===== src/rtl/ode_step_sequencer.sv =====
// Multi-channel Euler step sequencer: sweeps NUM_CH step engines, then requests an
// interpolator state change, MAX_ITER times per run, with timeouts, abort and error codes.
module ode_step_sequencer #(
    parameter int NUM_CH   = 4,
    parameter int CH_W     = 2,
    parameter int MAX_ITER = 1000,
    parameter int ITER_W   = 16,
    parameter int TIMEOUT  = 4096,
    parameter int TO_W     = 13
) (
    input  logic              CLK,
    input  logic              RST,
    input  logic              Process,
    input  logic              INT,
    input  logic [NUM_CH-1:0] Euler_End,
    input  logic [NUM_CH-1:0] Error_Flag,
    input  logic              Change_State_End,
    output logic [NUM_CH-1:0] Euler_Enable,
    output logic              Chage_State,
    output logic              Busy,
    output logic              Done_Processing,
    output logic              Error_Out,
    output logic [1:0]        Error_Code,
    output logic [CH_W-1:0]   Error_Ch,
    output logic [ITER_W-1:0] Iter_Count
);

    typedef enum logic [2:0] {
        S_IDLE, S_STEP, S_CHG, S_WAIT_CHG, S_DONE, S_ERROR
    } state_t;

    localparam logic [1:0]        ERR_NONE    = 2'b00;
    localparam logic [1:0]        ERR_STEP    = 2'b01;
    localparam logic [1:0]        ERR_TIMEOUT = 2'b10;
    localparam logic [1:0]        ERR_ABORT   = 2'b11;
    localparam logic [TO_W-1:0]   TO_LAST     = TO_W'(TIMEOUT - 1);
    localparam logic [ITER_W-1:0] ITER_LAST   = ITER_W'(MAX_ITER);
    localparam logic [CH_W-1:0]   CH_LAST     = CH_W'(NUM_CH - 1);

    state_t              r_state, w_state_nxt;
    logic                r_process_q;
    logic [CH_W-1:0]     r_ch, w_ch_nxt;
    logic [TO_W-1:0]     r_to, w_to_nxt;
    logic [ITER_W-1:0]   r_iter, w_iter_nxt, w_iter_inc;
    logic                r_err_out, w_err_out_nxt;
    logic [1:0]          r_err_code, w_err_code_nxt;
    logic [CH_W-1:0]     r_err_ch, w_err_ch_nxt;
    logic [NUM_CH-1:0]   r_enable;
    logic                r_chg, r_busy, r_done;
    logic                w_start, w_timeout, w_fault;
    logic [1:0]          w_fault_code;

    always_comb begin
        // NOTE: every comb output gets a default first, so no path can infer a latch.
        w_state_nxt    = r_state;
        w_ch_nxt       = r_ch;
        w_to_nxt       = r_to;
        w_iter_nxt     = r_iter;
        w_err_out_nxt  = r_err_out;
        w_err_code_nxt = r_err_code;
        w_err_ch_nxt   = r_err_ch;
        w_fault        = 1'b0;
        w_fault_code   = ERR_NONE;
        w_start        = Process & ~r_process_q;
        w_timeout      = (r_to == TO_LAST);
        w_iter_inc     = r_iter + ITER_W'(1);

        case (r_state)
            S_IDLE: begin
                if (w_start) begin
                    w_state_nxt    = S_STEP;
                    w_ch_nxt       = '0;
                    w_to_nxt       = '0;
                    w_iter_nxt     = '0;
                    w_err_out_nxt  = 1'b0;
                    w_err_code_nxt = ERR_NONE;
                    w_err_ch_nxt   = '0;
                end
            end
            S_STEP: begin
                w_to_nxt = r_to + TO_W'(1);
                // Abort outranks a step result, which outranks the timeout.
                if (INT) begin
                    w_fault      = 1'b1;
                    w_fault_code = ERR_ABORT;
                end else if (Euler_End[r_ch] && Error_Flag[r_ch]) begin
                    w_fault      = 1'b1;
                    w_fault_code = ERR_STEP;
                end else if (Euler_End[r_ch]) begin
                    w_to_nxt = '0;
                    if (r_ch == CH_LAST) w_state_nxt = S_CHG;
                    else                 w_ch_nxt    = r_ch + CH_W'(1);
                end else if (w_timeout) begin
                    w_fault      = 1'b1;
                    w_fault_code = ERR_TIMEOUT;
                end
            end
            S_CHG: begin
                if (INT) begin
                    w_fault      = 1'b1;
                    w_fault_code = ERR_ABORT;
                end else begin
                    w_state_nxt = S_WAIT_CHG;
                    w_to_nxt    = '0;
                end
            end
            S_WAIT_CHG: begin
                w_to_nxt = r_to + TO_W'(1);
                if (INT) begin
                    w_fault      = 1'b1;
                    w_fault_code = ERR_ABORT;
                end else if (Change_State_End) begin
                    w_iter_nxt = w_iter_inc;
                    if (w_iter_inc == ITER_LAST) begin
                        w_state_nxt = S_DONE;
                    end else begin
                        w_state_nxt = S_STEP;
                        w_ch_nxt    = '0;
                        w_to_nxt    = '0;
                    end
                end else if (w_timeout) begin
                    w_fault      = 1'b1;
                    w_fault_code = ERR_TIMEOUT;
                end
            end
            S_DONE:  w_state_nxt = S_IDLE;
            S_ERROR: if (!Process) w_state_nxt = S_IDLE;
            default: w_state_nxt = S_IDLE;
        endcase

        if (w_fault) begin
            w_state_nxt    = S_ERROR;
            w_err_out_nxt  = 1'b1;
            w_err_code_nxt = w_fault_code;
            w_err_ch_nxt   = r_ch;
        end
    end

    // Outputs are decoded from the next state so they line up with the state they describe.
    always_ff @(posedge CLK or negedge RST) begin
        if (!RST) begin
            r_state     <= S_IDLE;
            r_process_q <= 1'b0;
            r_ch        <= '0;
            r_to        <= '0;
            r_iter      <= '0;
            r_err_out   <= 1'b0;
            r_err_code  <= ERR_NONE;
            r_err_ch    <= '0;
            r_enable    <= '0;
            r_chg       <= 1'b0;
            r_busy      <= 1'b0;
            r_done      <= 1'b0;
        end else begin
            // NOTE: non-blocking assignments so every register samples pre-edge values.
            r_state     <= w_state_nxt;
            r_process_q <= Process;
            r_ch        <= w_ch_nxt;
            r_to        <= w_to_nxt;
            r_iter      <= w_iter_nxt;
            r_err_out   <= w_err_out_nxt;
            r_err_code  <= w_err_code_nxt;
            r_err_ch    <= w_err_ch_nxt;
            r_enable    <= (w_state_nxt == S_STEP) ? (NUM_CH'(1) << w_ch_nxt) : '0;
            r_chg       <= (w_state_nxt == S_CHG);
            r_busy      <= (w_state_nxt == S_STEP) || (w_state_nxt == S_CHG) ||
                           (w_state_nxt == S_WAIT_CHG);
            r_done      <= (w_state_nxt == S_DONE);
        end
    end

    assign Euler_Enable    = r_enable;
    assign Chage_State     = r_chg;
    assign Busy            = r_busy;
    assign Done_Processing = r_done;
    assign Error_Out       = r_err_out;
    assign Error_Code      = r_err_code;
    assign Error_Ch        = r_err_ch;
    assign Iter_Count      = r_iter;

endmodule

===== config.mk =====
export PLATFORM = sky130hd
export DESIGN_NAME = ode_step_sequencer
export DESIGN_NICKNAME = d
export VERILOG_FILES = /design/src/rtl/ode_step_sequencer.sv
export SDC_FILE = /design/constraint.sdc
export NUM_CORES = 1
export LEC_CHECK = 0
export ABC_AREA = 0
export CAP_MARGIN = 20
export CORE_MARGIN = 2
export CORE_UTILIZATION = 49
export DETAILED_ROUTE_END_ITERATION = 8
export PLACE_DENSITY = 0.79
export SLEW_MARGIN = 20
export SYNTH_ARGS = -nofsm -noshare
export SYNTH_HDL_FRONTEND = slang
export SYNTH_SLANG_ARGS = --single-unit
export TNS_END_PERCENT = 30

===== constraint.sdc =====
create_clock -name CLK -period 2.3 [get_ports CLK]
set_input_delay 0.345 -clock CLK [delete_from_list [all_inputs] [get_ports CLK]]
set_output_delay 0.345 -clock CLK [all_outputs]
set_load 0.005 [all_outputs]

Clock wires, drivers and flops:
Scale: 6 px per µm.
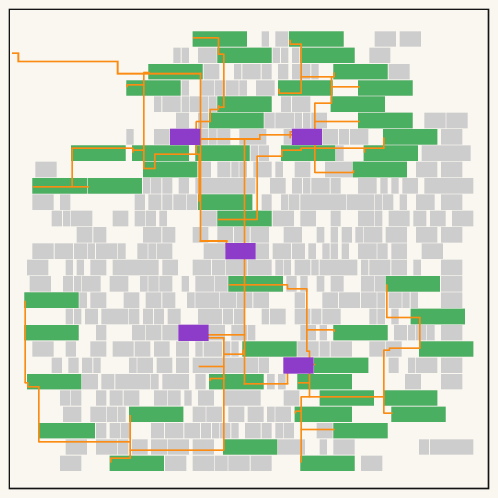
- clock wires: orange (length 564 µm)
- cells driving clock nets: purple (count 5)
- flip-flops: green (count 47)
- routed clock nets: 6

==> job_summary.md <==
### Flow metrics

| Metric | Value |
|---|---|
| Worst-skew pair later-pin latency | `0.30 ns` |
| Violated checks | `setup timing` |
| Seq/Total Area, Yosys | `42.0%` |
| Yosys chip area | `2800 µm²` |
| Max-area cell share | `42.0%` |
| Leak pwr | `1.59 nW` |
| Slew HR | `67.9%` |
| Top cell excl fill/tap | `buf_4` |
| Skew final | `0.00594 ns` |
| Pre-placement core utilization | `50.9%` |
| Post-synth ARST share | `100%` |
| CTS max path bufs | `2` |
| Hold Path Class | `in -> async` |
| Synth warnings | `0` |
| Initial antenna violation count | `0` |
| Top FF cell, synth | `dfrtp_1` |
| P_int | `1.69 mW` |
| Distinct lib cells used | `65` |
| Post-DP HPWL | `5090 µm` |
| Fmax | `0.434 GHz` |
| Seq pwr share | `41.8%` |
| GRT Resource Usage Total | `24.1%` |
| Fin. max-slew vios | `0` |
| Crit path kind | `reg -> reg` |
| # Cells Yosys | `310` |
| Initial drt markers | `189` |
| WL per Instance | `15.8 µm` |
| Mean Syn Cell Area | `9.04 µm²` |
| Max incr delay on CP | `0.58 ns` |
| Worst Path Arrival | `2.50 ns` |
| Critical Path, Cell by Cell | `buf_4 > nand3_4 > or4_4 > xnor2_4 > nand4b_1 > or3_4 > nand3_4 > and3b_1` |
| Most used cell, CP | `nand3_4` |
| Area growth syn-to-layout | `32.1%` |
| Via/cell ratio | `5.71` |
| Worst Hold Slack | `0.00835 ns` |
| Vias in the first global route | `2,542` |
| CTS root buf | `clkbuf_8` |
| Final Setup Violations | `1` |
| Yosys top cell by area | `dfrtp_1` |
| CTS tree | `built` |
| First-pass GRT wire length | `12,000 µm` |
| DIE AREA | `6340 µm²` |
| Clk pwr share | `23.3%` |
| I/O pins | `41` |
| NumNets Final | `407` |
| Crit start category | `flop` |
| Synthesized Nets | `325` |
| Chip Width | `79.6 µm` |
| # clock sinks | `47` |
| Endpoints failing hold | `0` |
| Synth area leaders | `dfrtp_1 (42%), nand2_1 (5.1%), nor2_1 (4.8%), o21ai_0 (4.6%), a21oi_1 (2.5%)` |
| Outcome | `complete, but fails checks` |
| # diodes | `0` |
| Cells after Synth | `310` |
| Flops after synth | `47` |
| Power Dens Cells | `684 nW/µm²` |
| # DRC | `0` |
| Combinational power share | `34.9%` |
| Worst-margin pin slew | `0.480 ns` |
| H-tree depth | `2` |
| Most frequent logic cells in the routed design | `buf_4 (46), dfrtp_1 (44), clkdlybuf4s50_1 (39)` |
| Worst Reg-to-Reg Cells | `8` |
| Grt ovf | `0` |
| Post-synth EDFFs | `0` |
| Largest net degree at the start of global routing | `48` |
| Worst-path clk slew | `0.08 ns` |
| FF/Latch Area | `1180 µm²` |
| DR pass1 iterations | `4` |
| CP Data Required Time | `2.50 ns` |
| Row count | `27` |
| Fill cells | `444` |
| Sw Ratio | `33.2%` |
| Synth Cell Area | `2800 µm²` |
| Worst path bufs/invs | `1` |
| Max Cap Viol | `0` |
| VDD IR max | `395 µV` |
| Crit-path slowest cell | `or4_4` |
| Final min period | `2.30 ns` |
| Area of the core | `5510 µm²` |
| GPL Wtd Cong | `0.934` |
| Final worst slack | `-0.00367 ns` |
| Sw Pwr | `841 µW` |
| TritonCTS Buffers | `5` |
| Dpl ws | `-0.115 ns` |
| Share of layout cells above drive strength 1 | `21.7%` |
| Final worst-path cycle share | `100%` |
Met2 routing:
Scale: 6 px per µm. Cells faint in the background.
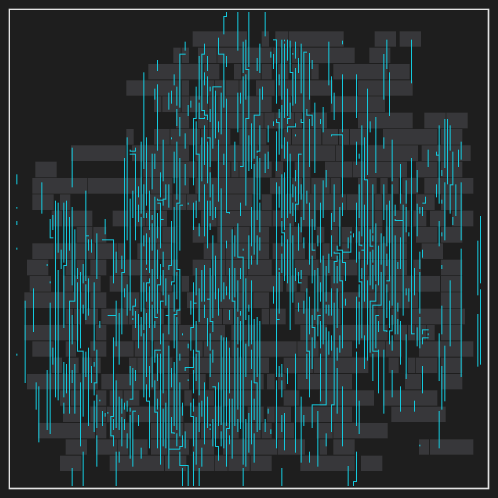
- wire length on this layer: 3,670 µm
- longest straight run: 34.5 µm
- nets with wire on the layer: 350
met2 usage: 40.1%
Total Wirelength: 7320 µm
vias: 2,650

## final timing paths
check	from	end	slack, ns
setup reg to reg	Iter_Count[0]	Euler_Enable[1]	-0.004
setup / recovery	Iter_Count[0]	Euler_Enable[1]	-0.004
min in group CLK	Error_Code[0]	Error_Code[0]	0.49
hold reg to reg	Error_Code[0]	Error_Code[0]	0.49
hold / removal	RST	Error_Out	0.008
max in group asynchronous	RST	Iter_Count[8]	2.04
## metal layers
metal	part of all wire, %	vias up	GRT usage, %
li1	-	1272	-
met1	43	1286	31.9
met4	1.0	0	7.07
met5	0	-	0
met3	5.6	8	4.75
met2	50	84	40.1
## cell usage after synthesis, drive strengths merged, types with 2 or more instances
cell     count
nor3b        4
a2bb2oi      2
nand3       15
xor2         4
mux2i        3
dfrtp       47
xnor2        9
a31o         2
nand2b       3
nand4        9
and2         4
nand4b       3
nor2b        4
o41ai        2
o22ai        3
ha           2
inv         15
o21ai       28
clkbuf       6
a21oi       14
mux4         2
or2          3
nor3         9
or4          3
o31ai        5
buf          6
or3          3
nand2       39
o32a         2
and3         3
nor4         6
nor2        36
## metrics by stage
step	TNS [ns]	cell area, µm²	power [mW]	cells
after detailed placement	-0.624	3530	1.90	455
after global routing	-1.50	3700	2.68	464
after CTS	-0.0241	3650	2.49	462
after floorplan	0	2800	1.59	310
after global placement	-0.200	3530	1.88	455
final	-0.00367	3700	2.53	464
## worst register-to-register path, delay by kind of cell, from the launching register on
kind	cells	cell delay, ns
xor+xnor	1	0.17
buf+inv	1	0.14
flops	1	0.37
simple gates	6	1.53
## sequential cells by signal, indices dropped and copies added (netlist names), 2 cells and up
name and flops:
Euler_Enable 4, r_state 3, r_ch 2, r_to 13, Error_Code 2, Error_Ch 2
Iter_Count 16
## power by group through the flow
stage	registers, mW	logic [mW]	clock network (mW)
final	1.06	0.885	0.590
after global routing	1.08	0.974	0.628
after CTS	1.06	0.839	0.596
after detailed placement	1.07	0.833	0
after global placement	1.07	0.808	0
after floorplan	1.02	0.564	0
## cell families (layout without fill, tap and decap cells)
kind of cell,count (synthesis),count (layout),share of synthesized area [%]
flip-flops,47,47,42.0
buffers and inverters,27,109,5.85
AND/OR/NAND/NOR,149,149,28.6
multiplexers,5,5,2.68
XOR/XNOR,13,13,4.33
AND-OR/OR-AND,67,67,15.7
adder cells (fa/ha/maj),2,2,0.893
## what timing repair did
action	4_1_cts	5_1_grt
gates cloned	0	0
gates resized	4	7
pin swaps	1	3
hold buffers	0	0
setup endpoints to repair	5	13
setup buffers	0	2
## layout make-up
cell class                      count  share of cell area [%]
Clock buffer                        6                    1.96
Clock inverter                      1                   0.811
Inverter                           15                    1.52
Multi-Input combinational cell    236                    40.9
Sequential cell                    47                    31.9
Tap cell                           72                    2.43
Timing Repair Buffer               87                    20.5
No activity file was given, so power comes from the tool's default toggle rates.
